==> config.mk <==
export PLATFORM = sky130hd
export DESIGN_NAME = instr_fetch_unit
export DESIGN_NICKNAME = d
export VERILOG_FILES = /design/src/rtl/instr_fetch_unit.sv
export SDC_FILE = /design/constraint.sdc
export NUM_CORES = 1
export LEC_CHECK = 0
export CAP_MARGIN = 20
export CORE_UTILIZATION = 35
export CTS_BUF_LIST = sky130_fd_sc_hd__clkbuf_8 sky130_fd_sc_hd__clkbuf_16
export DETAILED_ROUTE_END_ITERATION = 8
export SLEW_MARGIN = 20
export SYNTH_ARGS = -nofsm -noshare
export SYNTH_HDL_FRONTEND = slang
export SYNTH_SLANG_ARGS = --single-unit
==> constraint.sdc <==
create_clock -name CLK -period 9.1 [get_ports CLK]
set_input_delay 2.275 -clock CLK [delete_from_list [all_inputs] [get_ports CLK]]
set_output_delay 2.275 -clock CLK [all_outputs]
set_load 0.02 [all_outputs]
==> src/rtl/instr_fetch_unit.sv <==
// Fetch stage: issues word-aligned IMEM reads from the current PC and tracks in-order responses.
// Buffers fetched words with their PCs for decode, and drops stale responses after a redirect.
module instr_fetch_unit #(
    parameter int unsigned FIFO_DEPTH = 2
) (
    input  logic        CLK,
    input  logic        IF_RST,
    input  logic [31:0] PC_COUNT,
    output logic        PC_WRITE,
    output logic [31:0] PC_SEQ,
    input  logic        FLUSH,
    output logic        IMEM_REQ,
    output logic [31:0] IMEM_ADDR,
    input  logic        IMEM_GNT,
    input  logic        IMEM_RVALID,
    input  logic [31:0] IMEM_RDATA,
    output logic        IR_VALID,
    output logic [31:0] IR,
    output logic [31:0] IR_PC,
    input  logic        IR_READY
);

    localparam int unsigned CW = $clog2(FIFO_DEPTH + 1);
    localparam int unsigned PW = (FIFO_DEPTH > 1) ? $clog2(FIFO_DEPTH) : 1;
    localparam logic [PW-1:0] LAST_PTR = PW'(FIFO_DEPTH - 1);
    localparam logic [CW:0] DEPTH_W = (CW + 1)'(FIFO_DEPTH);

    typedef enum logic {
        RUN,
        DRAIN
    } state_t;

    state_t state, state_next;

    logic [CW-1:0] outstanding, outstanding_next;
    logic [CW-1:0] drop_cnt, drop_next;
    logic [CW-1:0] fifo_count, fifo_count_next;
    logic [CW-1:0] stale;
    logic [CW:0]   in_use;

    logic [31:0]   pcq_mem  [FIFO_DEPTH];
    logic [31:0]   ir_mem   [FIFO_DEPTH];
    logic [31:0]   irpc_mem [FIFO_DEPTH];
    logic [PW-1:0] pcq_rd, pcq_wr;
    logic [PW-1:0] fifo_rd, fifo_wr;

    logic grant;
    logic push;
    logic pop;

    function automatic logic [PW-1:0] next_ptr(input logic [PW-1:0] p);
        return (p == LAST_PTR) ? '0 : p + PW'(1);
    endfunction

    // Credit counts both in-flight and buffered words, so a response always finds FIFO space.
    assign in_use    = {1'b0, outstanding} + {1'b0, fifo_count};
    assign IMEM_REQ  = !IF_RST && (state == RUN) && !FLUSH && (in_use < DEPTH_W);
    assign IMEM_ADDR = {PC_COUNT[31:2], 2'b00};
    assign grant     = IMEM_REQ && IMEM_GNT;
    assign PC_WRITE  = !IF_RST && (grant || FLUSH);
    assign PC_SEQ    = PC_COUNT + 32'd4;

    assign IR_VALID  = (fifo_count != '0);
    assign IR        = IR_VALID ? ir_mem[fifo_rd]   : '0;
    assign IR_PC     = IR_VALID ? irpc_mem[fifo_rd] : '0;

    assign stale     = outstanding - CW'(IMEM_RVALID);
    assign push      = IMEM_RVALID && (state == RUN) && !FLUSH;
    assign pop       = IR_VALID && IR_READY;

    always_comb begin
        state_next = state;
        drop_next  = drop_cnt;
        case (state)
            RUN: begin
                if (FLUSH && (stale != '0)) begin
                    state_next = DRAIN;
                    drop_next  = stale;
                end
            end
            DRAIN: begin
                if (FLUSH) begin
                    drop_next = stale;
                    if (stale == '0) state_next = RUN;
                end else if (IMEM_RVALID) begin
                    drop_next = drop_cnt - CW'(1);
                    if (drop_cnt == CW'(1)) state_next = RUN;
                end
            end
            default: state_next = RUN;
        endcase
    end

    always_comb begin
        outstanding_next = outstanding + CW'(grant) - CW'(IMEM_RVALID);
        fifo_count_next  = fifo_count + CW'(push) - CW'(pop);
        if (FLUSH) fifo_count_next = '0;
    end

    always_ff @(posedge CLK) begin
        if (IF_RST) begin
            state       <= RUN;
            outstanding <= '0;
            drop_cnt    <= '0;
            fifo_count  <= '0;
            pcq_rd      <= '0;
            pcq_wr      <= '0;
            fifo_rd     <= '0;
            fifo_wr     <= '0;
        end else begin
            state       <= state_next;
            outstanding <= outstanding_next;
            drop_cnt    <= drop_next;
            fifo_count  <= fifo_count_next;
            if (grant)       pcq_wr <= next_ptr(pcq_wr);
            if (IMEM_RVALID) pcq_rd <= next_ptr(pcq_rd);
            if (FLUSH) begin
                fifo_rd <= '0;
                fifo_wr <= '0;
            end else begin
                if (push) fifo_wr <= next_ptr(fifo_wr);
                if (pop)  fifo_rd <= next_ptr(fifo_rd);
            end
        end
    end

    // Storage arrays carry no reset; validity comes from the pointers and counts above.
    always_ff @(posedge CLK) begin
        if (grant) pcq_mem[pcq_wr] <= PC_COUNT;
        if (push) begin
            ir_mem[fifo_wr]   <= IMEM_RDATA;
            irpc_mem[fifo_wr] <= pcq_mem[pcq_rd];
        end
    end

endmodule

==> qor.txt <==
CTS Hold Bufs - 0
Largest logic family - multiplexers
Area fraction in compound gates - 0.00481
Largest type area fraction - 0.672
Routed len/inst - 16.7 µm
XOR/XNOR Area Share - 0.0378
Ys flops - 205
Setup CP Type - input port to output port
Vias per cell - 4.59
Final min period - 7.13 ns
Tap cells - 319
Max Cap Viol - 0
OpenROAD warning count - 26
Largest cells by area after synthesis - edfxtp_1 67%, mux2i_1 7.7%, nor2_1 3.7%
Status - finished clean
Async S/R FF share, synth - 0
Synthesized area per cell - 15.3 µm²
Die height - 159 µm
Largest registers - ir_mem: 64 flops, irpc_mem: 64 flops, pcq_mem: 64 flops
Pre-CTS WS - 1.97 ns
Filler cells - 2076
Vias in the first global route - 5162
Reg area - 6030 µm²
Sw Share - 0.225
Setup TNS - 0 ns
CP Capture Type - output port
Port Buffers - 198
Area of the multi-input gates - 2210 µm²
Min-delay src - pcq_rd$_SDFFE_PP0P_
Reg clk slew, reported paths - 0.06 ns
Worst Hold Class - flop to flop
Final core occ - 0.480
Num sequential - 205
Layout Area Growth over Synthesis - 32.7%
Clk_skew - 0.0167 ns
Slowest library cell on the worst path - clkdlybuf4s50_1
Unrepaired setup endpoints after global routing - false
Maximum VDD drop - 0.0000847 V
Sink Count - 205
Yosys warning total - 0
Highest routed metal layer - met4
Simple share - 0.0787
Share of layout cells above drive strength 1 - 0.106
# Cells Yosys - 560
CTS tree - yes
Most numerous logic cell after layout - clkdlybuf4s50_1
Die outline width - 159 µm
Fin nets - 812
Post-CTS Setup Bufs - 0
Routed vias - 4895
Actual slew at the worst max-slew pin - 1.03 ns
Yosys chip area - 8580 µm²
Cells on worst reg2reg path - 5
Post-Synth Adder-Cell Area - 0.0125
Row count - 56
Clock tree buffer depth - 3
Critical Path AT - 4.85 ns
Count leader, synth - edfxtp_1
Setup violations, final - 0
Final total power - 2.13 mW
Synth Instances - 560
Sequential share of cell area - 0.529
Peak per-stage delay on the critical path - 0.63 ns
Clk network pwr share - 0.373
F_max - 140 MHz
Final WL - 17800 µm
Top pwr grp - registers
Area post-placement - 10700 µm²
Io pins - 201
Clock root cell - clkbuf_16
Post-synthesis cell type count - 33
Core ar. - 23800 µm²
Critical path's top delay family - buffers and inverters
Cycle use final - 0.783
Pint - 1.65 mW
Non-Filler Instances - 1067
Leakage - 3.75 nW
Synth Flop Type - edfxtp_1
CP Launch Type - input port
M3 GR Usage - 0.0286
Crit path depth - 7
Wire length of the first global-routing pass - 26900 µm
Wire length on met3 - 1080 µm
Final clock-cell share - 0.0573
P per Cell Area - 187 nW/µm²
#MultiIn Comb - 291
Drt pass-1 iters - 4
Flop pwr share - 0.511
Leading cell kind - sequential cells
Fin. Hold Viols - 0
Insertion Delay late pin - 0.49 ns
Post-cts gate resize count - 0
DP HPWL - 11400 µm
Reg-to-Reg End - pcq_mem[1][31]$_DFFE_PP_
Buffers, non-clock - 202
Clkbuf count - 24
Worst slew margin - 0.314
Core Util at FP - 0.361
Grt total ovfl - 0
Post-synthesis cell area - 8580 µm²
Hold WS - 0.527 ns
Chip area - 25200 µm²
Net switching power - 477 µW
DR DRC count - 0
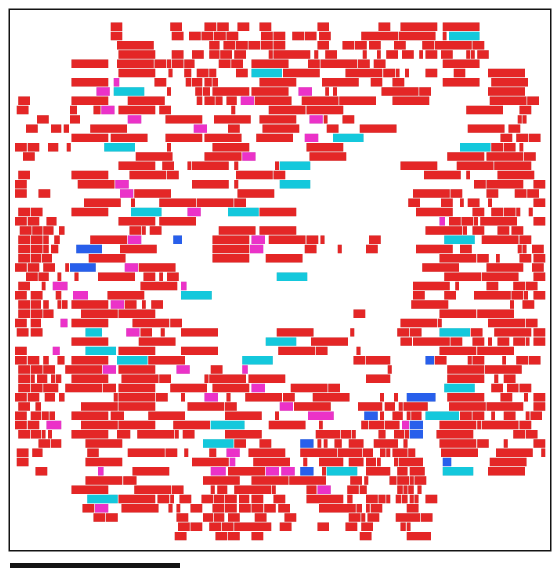
sizes.png
The bar under the picture is 50 µm long.
cyan -> _6 and larger  # cells 26, share 3.5%
magenta -> _2 cells  # cells 42, share 5.6%
blue -> _3 and _4 cells  # cells 11, share 1.5%
red -> _0 and _1 cells  # cells 669, share 89%

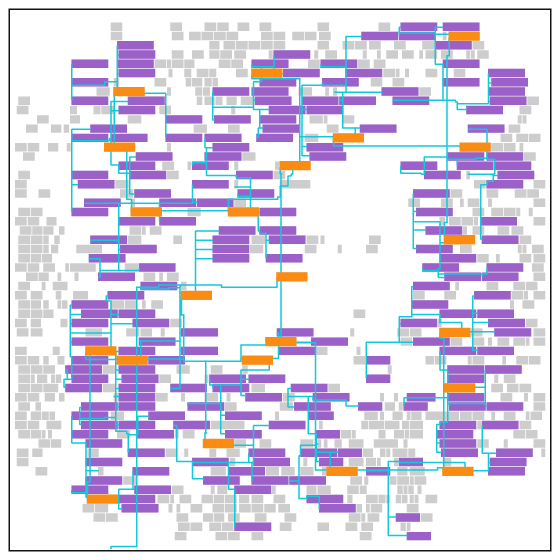
clk_routes.png
orange -> clock drivers  # count 22
cyan -> clock wires  # length 2340 µm
purple -> flip-flops  # count 205
routed clock nets = 23
flops lie = spread over the die

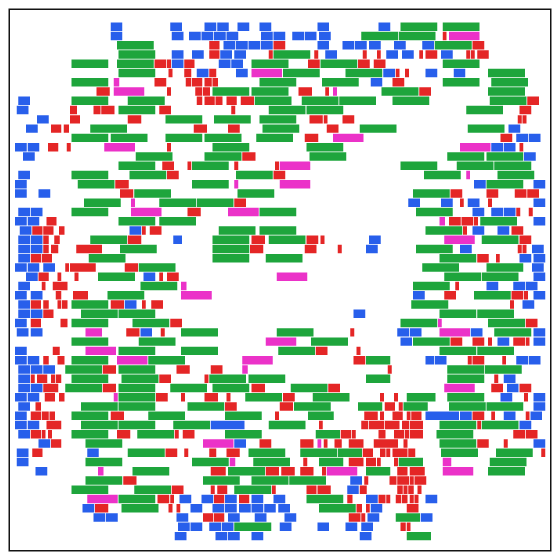
placement_by_type.png
blue -> remaining buffers and delay cells  # cells 202
red -> combinational and other logic  # cells 303
magenta -> clock drivers and dummy loads  # cells 38
green -> sequential cells  # cells 205

Power and IR drop assume default switching activity.
